[src/rtl/rtlola_multi_aggregate_monitor_pkg.sv]
// Shared definitions for the RTLola multi-aggregate monitor.
//   - sizing constants (value width, tick period, window buckets, queue depth)
//   - event_entry_t: one merged queue entry (three values, three new flags, tick)
//   - bucket_t:      one window bucket (sum, count, signed max + valid)
package rtlola_multi_aggregate_monitor_pkg;

    localparam int unsigned DATA_W        = 64;
    localparam int unsigned PERIOD_CYCLES = 500;
    localparam int unsigned NUM_BUCKETS   = 2;
    localparam int unsigned Q_DEPTH       = 4;
    localparam int unsigned NUM_STREAMS   = 3;

    typedef struct packed {
        logic [NUM_STREAMS-1:0][DATA_W-1:0] values;
        logic [NUM_STREAMS-1:0]             new_flag;
        logic                               tick;
    } event_entry_t;

    typedef struct packed {
        logic [DATA_W-1:0]        sum;
        logic [DATA_W-1:0]        count;
        logic signed [DATA_W-1:0] max;
        logic                     max_valid;
    } bucket_t;

endpackage

[src/rtl/rtlola_event_queue.sv]
// Synchronous FIFO holding merged monitor event entries.
// Ports:
//   clk, rst      clock, asynchronous active-low reset
//   push, pop     write / read requests (ignored when full / empty)
//   wr_entry      entry written on an accepted push
//   rd_entry      current head entry (valid while !empty)
//   full, empty   occupancy flags
module rtlola_event_queue
    import rtlola_multi_aggregate_monitor_pkg::*;
#(
    parameter int unsigned DEPTH = Q_DEPTH
) (
    input  logic         clk,
    input  logic         rst,
    input  logic         push,
    input  logic         pop,
    input  event_entry_t wr_entry,
    output event_entry_t rd_entry,
    output logic         full,
    output logic         empty
);

    localparam int unsigned PTR_W = (DEPTH > 1) ? $clog2(DEPTH) : 1;

    event_entry_t     mem [DEPTH];
    logic [PTR_W-1:0] wr_ptr;
    logic [PTR_W-1:0] rd_ptr;
    logic [PTR_W:0]   count;
    logic             do_push;
    logic             do_pop;

    assign full     = (count == (PTR_W+1)'(DEPTH));
    assign empty    = (count == '0);
    assign do_push  = push & ~full;
    assign do_pop   = pop & ~empty;
    assign rd_entry = mem[rd_ptr];

    function automatic logic [PTR_W-1:0] ptr_inc(input logic [PTR_W-1:0] p);
        return (p == PTR_W'(DEPTH - 1)) ? '0 : p + PTR_W'(1);
    endfunction

    always_ff @(posedge clk) begin
        if (do_push) begin
            mem[wr_ptr] <= wr_entry;
        end
    end

    always_ff @(posedge clk or negedge rst) begin
        if (!rst) begin
            wr_ptr <= '0;
            rd_ptr <= '0;
            count  <= '0;
        end else begin
            if (do_push) wr_ptr <= ptr_inc(wr_ptr);
            if (do_pop)  rd_ptr <= ptr_inc(rd_ptr);
            case ({do_push, do_pop})
                2'b10:   count <= count + (PTR_W+1)'(1);
                2'b01:   count <= count - (PTR_W+1)'(1);
                default: count <= count;
            endcase
        end
    end

endmodule

[src/rtl/rtlola_multi_aggregate_monitor.sv]
// RTLola runtime monitor: 3 input streams, 3 sliding-window aggregate outputs.
// Input events and periodic ticks are merged into one queue entry; an eval
// stage pops one entry per cycle, updates the current window bucket and on a
// tick emits sum(input_0), count(input_1) and signed max(input_2) over the
// last NUM_BUCKETS periods, then slides the window.
// Ports:
//   clk, rst               clock, asynchronous active-low reset
//   en                     global enable (freezes all state when 0)
//   input_x, new_input_x   stream values and their new-event flags
//   output_x, output_x_aktv aggregate results and 1-cycle update pulse
//   q_push/_valid, q_pop/_valid, slide_x, enable_inx, enable_outx  debug strobes
module rtlola_multi_aggregate_monitor
    import rtlola_multi_aggregate_monitor_pkg::*;
(
    input  logic              clk,
    input  logic              rst,
    input  logic              en,
    input  logic [DATA_W-1:0] input_0,
    input  logic [DATA_W-1:0] input_1,
    input  logic [DATA_W-1:0] input_2,
    input  logic              new_input_0,
    input  logic              new_input_1,
    input  logic              new_input_2,
    output logic [DATA_W-1:0] output_0,
    output logic [DATA_W-1:0] output_1,
    output logic [DATA_W-1:0] output_2,
    output logic              output_0_aktv,
    output logic              output_1_aktv,
    output logic              output_2_aktv,
    output logic              q_push,
    output logic              q_pop,
    output logic              q_push_valid,
    output logic              q_pop_valid,
    output logic              slide_0,
    output logic              slide_1,
    output logic              slide_2,
    output logic              enable_in0,
    output logic              enable_in1,
    output logic              enable_in2,
    output logic              enable_out0,
    output logic              enable_out1,
    output logic              enable_out2
);

    localparam int unsigned CNT_W = $clog2(PERIOD_CYCLES);

    logic [CNT_W-1:0]         tick_cnt;
    logic                     tick_due;
    event_entry_t             push_entry;
    event_entry_t             q_head;
    logic                     q_full;
    logic                     q_empty;
    event_entry_t             eval_entry;
    logic                     eval_valid;
    logic                     eval_active;
    logic                     aktv;
    bucket_t                  buckets [NUM_BUCKETS];
    bucket_t                  cur_upd;
    logic [DATA_W-1:0]        agg_sum;
    logic [DATA_W-1:0]        agg_count;
    logic signed [DATA_W-1:0] agg_max;
    logic                     agg_max_valid;

    // ---------------- periodic timer ----------------
    assign tick_due = en & (tick_cnt == CNT_W'(PERIOD_CYCLES - 1));

    always_ff @(posedge clk or negedge rst) begin
        if (!rst) begin
            tick_cnt <= '0;
        end else if (en) begin
            tick_cnt <= tick_due ? '0 : tick_cnt + CNT_W'(1);
        end
    end

    // ---------------- event merge and queue ----------------
    assign push_entry.values   = {input_2, input_1, input_0};
    assign push_entry.new_flag = {new_input_2, new_input_1, new_input_0};
    assign push_entry.tick     = tick_due;

    assign q_push       = en & (new_input_0 | new_input_1 | new_input_2 | tick_due);
    assign q_push_valid = q_push & ~q_full;
    assign q_pop        = en & ~q_empty;

    rtlola_event_queue #(
        .DEPTH (Q_DEPTH)
    ) u_queue (
        .clk      (clk),
        .rst      (rst),
        .push     (q_push),
        .pop      (q_pop),
        .wr_entry (push_entry),
        .rd_entry (q_head),
        .full     (q_full),
        .empty    (q_empty)
    );

    // ---------------- eval stage register ----------------
    always_ff @(posedge clk or negedge rst) begin
        if (!rst) begin
            eval_valid <= 1'b0;
            eval_entry <= '0;
        end else if (en) begin
            eval_valid <= q_pop;
            if (q_pop) eval_entry <= q_head;
        end
    end

    // A held entry is only acted upon (and strobed) while enabled.
    assign eval_active = en & eval_valid;

    assign q_pop_valid = eval_active;
    assign enable_in0  = eval_active & eval_entry.new_flag[0];
    assign enable_in1  = eval_active & eval_entry.new_flag[1];
    assign enable_in2  = eval_active & eval_entry.new_flag[2];
    assign enable_out0 = eval_active & eval_entry.tick;
    assign enable_out1 = eval_active & eval_entry.tick;
    assign enable_out2 = eval_active & eval_entry.tick;
    assign slide_0     = eval_active & eval_entry.tick;
    assign slide_1     = eval_active & eval_entry.tick;
    assign slide_2     = eval_active & eval_entry.tick;

    // ---------------- bucket update and aggregation ----------------
    // Current bucket with this entry's inputs folded in; the aggregate is
    // taken over this updated bucket plus all older ones.
    always_comb begin
        cur_upd = buckets[0];
        if (eval_entry.new_flag[0]) begin
            cur_upd.sum = cur_upd.sum + eval_entry.values[0];
        end
        if (eval_entry.new_flag[1]) begin
            cur_upd.count = cur_upd.count + DATA_W'(1);
        end
        if (eval_entry.new_flag[2]) begin
            if (!cur_upd.max_valid || ($signed(eval_entry.values[2]) > cur_upd.max)) begin
                cur_upd.max = $signed(eval_entry.values[2]);
            end
            cur_upd.max_valid = 1'b1;
        end

        agg_sum       = cur_upd.sum;
        agg_count     = cur_upd.count;
        agg_max       = cur_upd.max;
        agg_max_valid = cur_upd.max_valid;
        for (int unsigned i = 1; i < NUM_BUCKETS; i++) begin
            agg_sum   = agg_sum + buckets[i].sum;
            agg_count = agg_count + buckets[i].count;
            if (buckets[i].max_valid && (!agg_max_valid || (buckets[i].max > agg_max))) begin
                agg_max = buckets[i].max;
            end
            agg_max_valid = agg_max_valid | buckets[i].max_valid;
        end
    end

    always_ff @(posedge clk or negedge rst) begin
        if (!rst) begin
            for (int unsigned i = 0; i < NUM_BUCKETS; i++) begin
                buckets[i] <= '0;
            end
            output_0 <= '0;
            output_1 <= '0;
            output_2 <= '0;
            aktv     <= 1'b0;
        end else begin
            aktv <= eval_active & eval_entry.tick;
            if (eval_active) begin
                if (eval_entry.tick) begin
                    output_0 <= agg_sum;
                    output_1 <= agg_count;
                    output_2 <= agg_max_valid ? agg_max : '0;
                    // Slide: updated current bucket ages, oldest is dropped.
                    buckets[0] <= '0;
                    for (int unsigned i = 1; i < NUM_BUCKETS; i++) begin
                        buckets[i] <= (i == 1) ? cur_upd : buckets[i-1];
                    end
                end else begin
                    buckets[0] <= cur_upd;
                end
            end
        end
    end

    assign output_0_aktv = aktv;
    assign output_1_aktv = aktv;
    assign output_2_aktv = aktv;

endmodule

[config.mk]
export PLATFORM = sky130hd
export DESIGN_NAME = rtlola_multi_aggregate_monitor
export DESIGN_NICKNAME = d
export VERILOG_FILES = /design/src/rtl/rtlola_multi_aggregate_monitor_pkg.sv /design/src/rtl/rtlola_event_queue.sv /design/src/rtl/rtlola_multi_aggregate_monitor.sv
export SDC_FILE = /design/constraint.sdc
export NUM_CORES = 2
export LEC_CHECK = 0
export ABC_AREA = 1
export CELL_PAD_IN_SITES_DETAIL_PLACEMENT = 1
export CELL_PAD_IN_SITES_GLOBAL_PLACEMENT = 1
export CORE_UTILIZATION = 40
export DETAILED_ROUTE_END_ITERATION = 6
export PLACE_DENSITY = 0.7
export SYNTH_ARGS = -nofsm -noshare
export SYNTH_HDL_FRONTEND = slang
export SYNTH_SLANG_ARGS = --single-unit
[constraint.sdc]
create_clock -name clk -period 22.8 [get_ports clk]
set_input_delay 4.56 -clock clk [delete_from_list [all_inputs] [get_ports clk]]
set_output_delay 4.56 -clock clk [all_outputs]
set_load 0.05 [all_outputs]
Fig. 1: cell classes on the final placement
Fill, decap, tap and diode cells in grey.
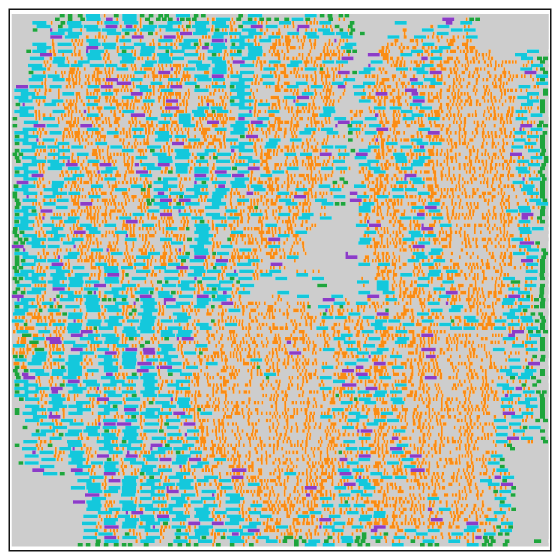
- green: remaining buffers and delay cells (cells 397)
- orange: combinational and other logic (cells 6,469)
- cyan: sequential cells (cells 1,256)
- purple: clock drivers and dummy loads (cells 264)

==> Table 3: Implementation characteristics <==
Physical design parameters

Parameter                              Value

Outcome
  Status    finished, final reports clean

Finish
  Fillers    19,800
  Number of flip-flops in the largest register    528
  Fraction of area in clock buffers and inverters    6.26%
  Top reg by flops    u_queue.mem
  Multi-input combinational cell count    5,614
  Area-dominant cell class after layout    flip-flops and latches
  Clock buffer count    200
  Utilization after layout    46.6%
  Fraction of area in multi-input gates    37.4%
  Most common library cell in the layout ignoring fill and taps    sky130_fd_sc_hd__nand2_1
  Ant. Diodes    12

Run
  Number of maximum-capacitance constraint violations    0

Drt
  DR iter-0 viols    3,399
  Drt first pass iters    5
  Total wire length after detailed routing    223,000 um
  Wire length per cell after detailed routing    21.0 um
  Detailed route wirelength on metal2    101,000 um
  Length of routed wiring on met1    107,000 um
  Via count    56,300
  Detailed-route vias per instance    5.31
  Remaining antenna violation count    0

Pwr
  Power in combinational cells    0.00634 W
  Static Leak    33.6 nW
  Internal cell power    0.00636 W
  Net switching power    0.00590 W
  Switching Fraction    48.1%
  Clock network power consumption    0.00240 W

Clock network
  Clock Sinks    1,256
  Clock tree from TritonCTS    done
  Master cell of the clock root buffer    sky130_fd_sc_hd__clkbuf_16

Synth
  Top FF cell, synth    sky130_fd_sc_hd__dfrtp_1
  Synthesized net count    8,556
  Yosys top cell by instances    sky130_fd_sc_hd__nand2_1
  Top cells by count, synth    sky130_fd_sc_hd__nand2_1 (1,747), sky130_fd_sc_hd__nor2_1 (1,103), sky130_fd_sc_hd__inv_1 (835)
  Area fraction in full adders, half adders and majority gates    6.11%
  Number of synthesized flops with an enable pin    528
  Area fraction in mux cells    0%
  Instance count of the mapped netlist    8,029
  Number of distinct standard cells referenced by the synthesized netlist    65

Worst setup path
  CP bufs+invs    4
  CP Capture Point    slide_1
  Worst path required time    18.24 ns
  Critical path data arrival time    7.61 ns

Timing
  WHS    0.472 ns
  RSZ-0062 raised after global routing    no
  Final Cycle Share    53.4%
  Number of pins exceeding their max-slew limit in the final report    0
  Highest clock frequency the design can meet    0.0822 GHz
  Final Hold Violation Tally    0
  Final setup TNS    0 ns

Placement
  Number of port buffers    341
  Post-placement cell area    73,300 um2
  Inst Count DP    10,300

GRT
  Met3 Use GR    3.67%
  Number of global-route vias before repair    58,000
  Number of antenna violations at the first check in global routing    24

Floorplanning
  Die X-Extent    414 um
  Share of the core filled by cells before placement    40.4%
  Cell Rows    150
  Die Y-Extent    414 um
Fig. 2: wiring by layer
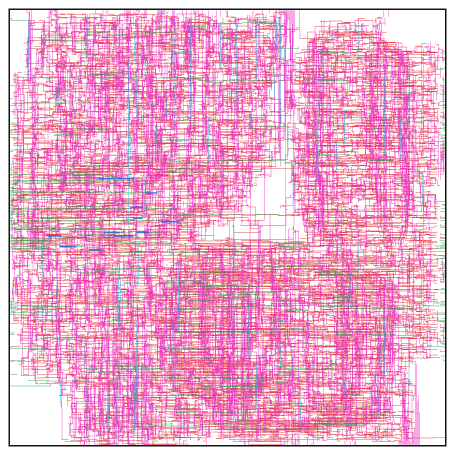
- magenta: metal 2 (wire length 101 mm)
- cyan: metal 4 (wire length 5,020 um)
- green: metal 3 (wire length 9,760 um)
- red: metal 1 (wire length 107 mm)
- blue: metal 5 (wire length 147 um)

Power figures rest on the tool's default switching activity, not on a simulated workload.
